**src/rtl/mips_ctrl_pkg.sv**
```systemverilog
// Shared types for the MIPS run controller: sequencer states, done causes, halt word.
package mips_ctrl_pkg;

  typedef enum logic [2:0] {
    S_IDLE,
    S_LOAD,
    S_CRST,
    S_RUN,
    S_STEP,
    S_DONE
  } state_t;

  typedef enum logic [1:0] {
    CAUSE_NONE  = 2'b00,
    CAUSE_HALT  = 2'b01,
    CAUSE_LIMIT = 2'b10,
    CAUSE_ABORT = 2'b11
  } cause_t;

  // opcode 6'b111111 with all other fields zero
  localparam logic [31:0] HALT_WORD = 32'hFC00_0000;

endpackage

```
**src/rtl/sat_counter.sv**
```systemverilog
// Saturating up-counter with synchronous clear; holds at all-ones.
module sat_counter #(
  parameter int W = 16
) (
  input  logic         clk,
  input  logic         reset,
  input  logic         en,
  input  logic         clr,
  output logic [W-1:0] count,
  output logic         at_max
);

  assign at_max = &count;

  always_ff @(posedge clk or negedge reset) begin
    if (!reset)             count <= '0;
    else if (clr)           count <= '0;
    else if (en && !at_max) count <= count + W'(1);
  end

endmodule

```
**src/rtl/mips_run_ctrl.sv**
```systemverilog
// Session sequencer for the single-cycle MIPS core: program load, core reset,
// free-running or single-step execution, and halt/limit/abort termination.
module mips_run_ctrl
  import mips_ctrl_pkg::*;
#(
  parameter int                ADDR_W     = 8,
  parameter int                DATA_W     = 32,
  parameter int                CNT_W      = 16,
  parameter logic [DATA_W-1:0] HALT_INSTR = DATA_W'(HALT_WORD),
  parameter int                RST_CYC    = 2
) (
  input  logic              clk,
  input  logic              reset,
  input  logic              start,
  input  logic              start_load,
  input  logic              load_valid,
  output logic              load_ready,
  input  logic [DATA_W-1:0] load_data,
  input  logic              load_last,
  input  logic [CNT_W-1:0]  run_limit,
  input  logic              step_mode,
  input  logic              step,
  input  logic              abort,
  input  logic [DATA_W-1:0] fetch_instr,
  output logic              imem_we,
  output logic [ADDR_W-1:0] imem_addr,
  output logic [DATA_W-1:0] imem_wdata,
  output logic              core_reset,
  output logic              core_en,
  output logic              busy,
  output logic              done,
  output logic [1:0]        done_cause,
  output logic [CNT_W-1:0]  cycle_count,
  output logic [ADDR_W:0]   load_count
);

  localparam int RC_W = (RST_CYC > 1) ? $clog2(RST_CYC) : 1;

  state_t            state, state_nx;
  cause_t            cause_q, cause_nx;
  logic [CNT_W-1:0]  limit_q;
  logic              step_q;
  logic [ADDR_W:0]   lcnt_q;
  logic [RC_W-1:0]   rcnt_q;

  logic is_halt, start_ok, load_fire, last_word, limit_hit, cnt_clr, cnt_max;

  assign is_halt   = (fetch_instr == HALT_INSTR);
  assign start_ok  = start && (state == S_IDLE || state == S_DONE);
  // abort wins over a concurrent word: no handshake in the abort cycle
  assign load_ready = (state == S_LOAD) && !abort;
  assign load_fire  = load_valid && load_ready;
  // the top address is a forced last word so the write pointer never wraps
  assign last_word  = load_last || (lcnt_q[ADDR_W-1:0] == '1);

  always_comb begin
    core_en = 1'b0;
    case (state)
      S_RUN:   core_en = !is_halt && !abort;
      S_STEP:  core_en = step && !is_halt && !abort;
      default: core_en = 1'b0;
    endcase
  end

  // saturated counter can never reach a further limit
  assign limit_hit = (limit_q != '0) && core_en && !cnt_max &&
                     (cycle_count + CNT_W'(1) == limit_q);

  always_comb begin
    state_nx = state;
    cause_nx = cause_q;
    cnt_clr  = 1'b0;
    case (state)
      S_IDLE, S_DONE: begin
        if (start) begin
          cnt_clr  = 1'b1;
          cause_nx = CAUSE_NONE;
          state_nx = start_load ? S_LOAD : S_CRST;
        end
      end
      S_LOAD: begin
        if (abort) begin
          state_nx = S_DONE;
          cause_nx = CAUSE_ABORT;
        end else if (load_fire && last_word) begin
          state_nx = S_CRST;
        end
      end
      S_CRST: begin
        if (abort) begin
          state_nx = S_DONE;
          cause_nx = CAUSE_ABORT;
        end else if (rcnt_q == RC_W'(RST_CYC - 1)) begin
          state_nx = step_q ? S_STEP : S_RUN;
        end
      end
      S_RUN, S_STEP: begin
        if (abort) begin
          state_nx = S_DONE;
          cause_nx = CAUSE_ABORT;
        end else if (is_halt) begin
          state_nx = S_DONE;
          cause_nx = CAUSE_HALT;
        end else if (limit_hit) begin
          state_nx = S_DONE;
          cause_nx = CAUSE_LIMIT;
        end
      end
      default: state_nx = S_IDLE;
    endcase
  end

  always_ff @(posedge clk or negedge reset) begin
    if (!reset) begin
      state   <= S_IDLE;
      cause_q <= CAUSE_NONE;
      limit_q <= '0;
      step_q  <= 1'b0;
      lcnt_q  <= '0;
      rcnt_q  <= '0;
    end else begin
      state   <= state_nx;
      cause_q <= cause_nx;
      if (start_ok) begin
        limit_q <= run_limit;
        step_q  <= step_mode;
      end
      if (start_ok && start_load) lcnt_q <= '0;
      else if (load_fire)         lcnt_q <= lcnt_q + 1'b1;
      rcnt_q <= (state == S_CRST) ? rcnt_q + 1'b1 : '0;
    end
  end

  sat_counter #(.W(CNT_W)) u_cyc (
    .clk    (clk),
    .reset  (reset),
    .en     (core_en),
    .clr    (cnt_clr),
    .count  (cycle_count),
    .at_max (cnt_max)
  );

  assign imem_we    = load_fire;
  assign imem_addr  = lcnt_q[ADDR_W-1:0];
  assign imem_wdata = load_data;
  assign core_reset = (state == S_IDLE) || (state == S_LOAD) || (state == S_CRST);
  assign busy       = (state != S_IDLE) && (state != S_DONE);
  assign done       = (state == S_DONE);
  assign done_cause = cause_q;
  assign load_count = lcnt_q;

endmodule

```
**config.mk**
```make
export PLATFORM = sky130hd
export DESIGN_NAME = mips_run_ctrl
export DESIGN_NICKNAME = d
export VERILOG_FILES = /design/src/rtl/mips_ctrl_pkg.sv /design/src/rtl/sat_counter.sv /design/src/rtl/mips_run_ctrl.sv
export SDC_FILE = /design/constraint.sdc
export NUM_CORES = 1
export LEC_CHECK = 0
export ABC_AREA = 0
export ABC_CLOCK_PERIOD_IN_PS = 3600
export CAP_MARGIN = 20
export CORE_MARGIN = 2
export CORE_UTILIZATION = 40
export CTS_CLUSTER_DIAMETER = 60
export DETAILED_ROUTE_END_ITERATION = 7
export PLACE_DENSITY = 0.81
export SYNTH_ARGS = -nofsm -noshare
export SYNTH_HDL_FRONTEND = slang
export SYNTH_SLANG_ARGS = --single-unit
```
**constraint.sdc**
```tcl
create_clock -name clk -period 3.6 [get_ports clk]
set_input_delay 0.72 -clock clk [delete_from_list [all_inputs] [get_ports clk]]
set_output_delay 0.72 -clock clk [all_outputs]
set_load 0.1 [all_outputs]
```
Met1 routing:
The bar under the picture is 20 µm long. Supply wires on this layer in gray.
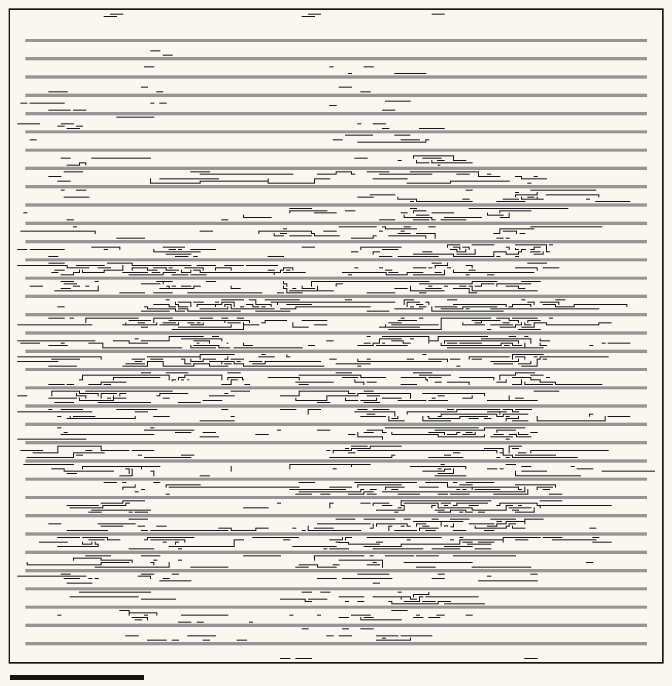
share of all routed wire: 39%
longest straight run: 21.2 µm
main direction: horizontal

M2 wires:
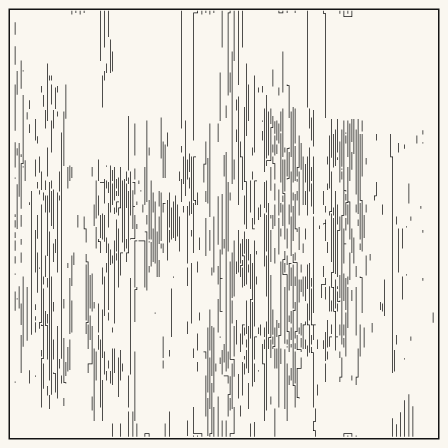
main direction: vertical
longest straight run: 51.2 µm
share of all routed wire: 52%
nets with wire on the layer: 454
wire length on this layer: 4440 µm

Signal wires on met3:
The bar under the picture is 20 µm long. Cells faint in the background.
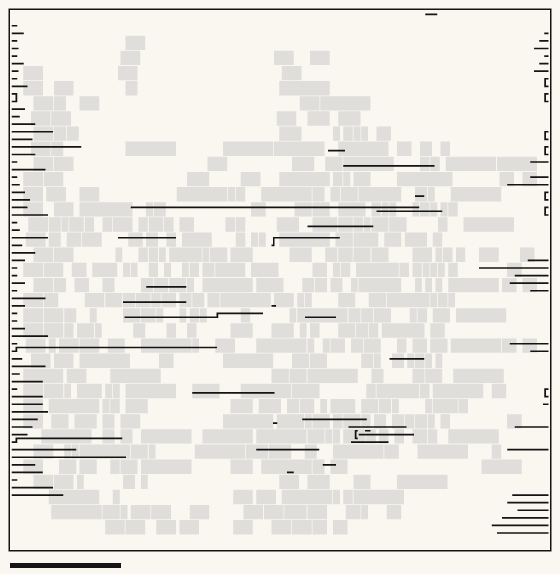
main direction: horizontal
longest straight run: 51.5 µm
nets with wire on the layer: 106

==> COMMIT_EDITMSG <==
Record implementation results from latest flow run

* Multi-input gate area: 1860 µm²
- The post-synth register bit count is between 40 and 50.
* Number of instances in the synthesized netlist: 378
- Yosys shows that the main logic family after synthesis is simple AND/OR/NAND/NOR gates.
* Via count of the routed design: between 2000 and 3000
- Most frequent cells in the layout: sky130_fd_sc_hd__clkdlybuf4s50_1 (74), sky130_fd_sc_hd__dfrtp_1 (48), sky130_fd_sc_hd__nor2_1 (38)
* Library cell with the highest instance count after synthesis: sky130_fd_sc_hd__dfrtp_1
- Slack of the worst reg-to-reg path: 0.69 ns
- TritonCTS built the clock tree.
- The number of antenna violations at the first check in global routing was 0.
- Dividing total power by cell area gives a power density of between 600 and 700 nW/µm².
* Combinational share of power: 0.569
- The fraction of final cell area spent on clock buffers and inverters in this run is 0.0227.
- Cell Count Post-Placement: approximately 530
- Most frequently placed logic cell in the final layout: sky130_fd_sc_hd__clkdlybuf4s50_1
- In this run the static leakage power is 1.74 nW.
- In this design, the largest share of critical-path delay is due to buffers and inverters.
- The HPWL after detailed placement is between 6 and 7 mm.
* Share of the clock period used by the worst path after layout: 0.936
- IO buf count: just under 100
- For reference, the final report shows the hold violation count at 0.
- Detailed-route iteration 0 reported a violation count of 146.
* Ratio of cells with drive above 1 in the final layout: 0.170
- Crit path kind: input port to output port
* Width of the die: 97.0 µm
* Clock H-tree levels: 2
* Top FF cell, synth: sky130_fd_sc_hd__dfrtp_1
- The final layout report lists a non-clock buffer count of approximately 100.
- The floorplan step records an initial core utilization of 0.417.
- The floorplan step set the die height to ~97 µm.
* Fraction of the mapped netlist area in simple logic gates: 0.245
- In the synthesized netlist, the cells that appear most often are sky130_fd_sc_hd__dfrtp_1 (48), sky130_fd_sc_hd__buf_4 (41), sky130_fd_sc_hd__nor2_1 (39).
* Heaviest power group: combinational cells
- The routed design shows a wire length per standard cell of roughly 16 µm.
- Yosys stat counts ~380 cells in the synthesized netlist.
- The report lists the number of standard-cell rows as 33.
- Critical path capture point: core_en
* Final standard cell area without fillers: ~4300 µm²
- For this design the total switching power over the nets is 1.43 mW.
* Count of inserted antenna diode cells: 0
- Max Cap Violations: 0
* Clock transition at the register clock pins on the worst setup and hold paths after CTS: around 0.10 ns
* Post-cts hold-fix buffer tally: 0
- Sequential power: roughly 0.91 mW
- After global routing the overflow that remains totals 0.
- Clock period minus final worst setup slack: about 3.4 ns
- Cell Area, Synth: ~3500 µm²
* MI comb cells: roughly 270
- The cell-mix breakdown from Yosys lists the compound-gate area share as 0.142.
- The flow ran to the end, and the final reports show no timing, DRC or antenna violations.
- The first TritonRoute pass finished after 4 iterations.
- Setup repair after global routing missed its margin: false
- The layout report lists the non-clock buffer share of cell area as 0.226.
- Int Pwr: 1.47 mW
- The worst register-to-register path ends at done_cause[1].
- Total detailed-routing wirelength: roughly 8.5 mm
- FA/HA/MAJ Cells, Area Fraction: 0.00723
* PnR worst setup slack: 0.230 ns
- Arrival time at the worst endpoint: ~2.7 ns
- Antenna-violating nets left: 0
- The first global-routing pass estimated 14.2 mm of wire.
* Total power consumption of the routed design: around 2.9 mW
- Synthesized-area fraction occupied by xor and xnor cells: 0.0759
- Summed over all combinational cells, the power is ~1.7 mW.
* Critical path buffer and inverter count: 3
- The cell type that accounts for the most area after synthesis is sky130_fd_sc_hd__dfrtp_1.
* Via count of the first global-routing pass: ~3000
- Of the total power, the clock network draws 0.119.
- The layout report gives the multi-input gate share of total cell area as 0.434.
- Critical path capture point type: output port
- Counting flops with a built-in enable in the synthesized netlist gives 0.
- Looking at the max-slew report, the worst-margin pin has a slew of about 1 ns.
- Final-stage net count: ~520
* Post-detailed-route DRC marker count: 0
- Number of buffers inserted to repair setup after CTS: 0
- Number of buffers on the longest clock path: 2
- Count of non-filler cells in the finished layout: around 540
- Hold_ws: 0.360 ns
* Chip Footprint: between 9000 and 10000 µm²
- Prior to clock tree synthesis, the placed netlist has a worst setup slack of between 0.2 and 0.25 ns.
- HP Class: input port to asynchronous set/reset pin
- Inverters excl. clock: 8
* Met1 GRT Util: 0.217
* Upper clock frequency limit: between 200 and 300 MHz
- Cell Area, Placed: about 4200 µm²
* Root Buffer: sky130_fd_sc_hd__clkbuf_8
- The worst setup path is launched from an input port.
- Sequential Power Share: 0.312
- The final layout reports a setup TNS of 0 ns.
M4 wires:
Supply wires on this layer in gray.
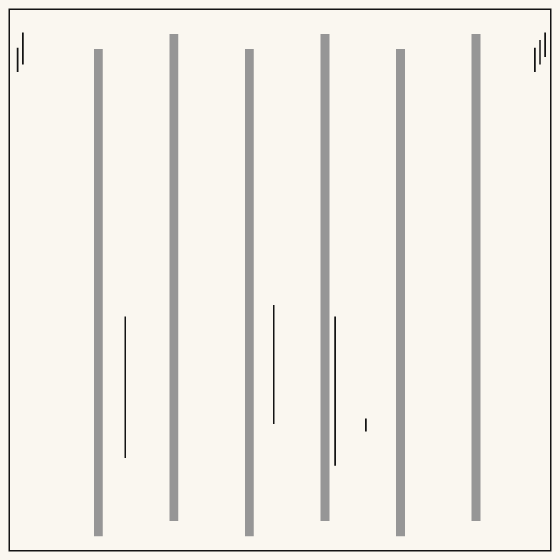
share of all routed wire: 1.1%
longest straight run: 26.5 µm
main direction: vertical

Clock nets:
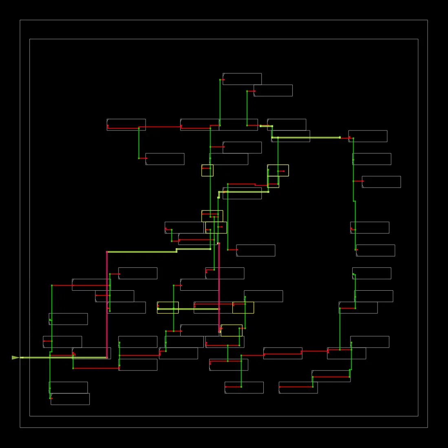
Clock group: 0.345 mW
clock net sink count: 48
clock buffer instance count of the final layout: 6
clock network latency to the later pin of the worst-skew pair: 0.30 ns
clk_skew: 0.00904 ns

No activity file was given, so power comes from the tool's default toggle rates.
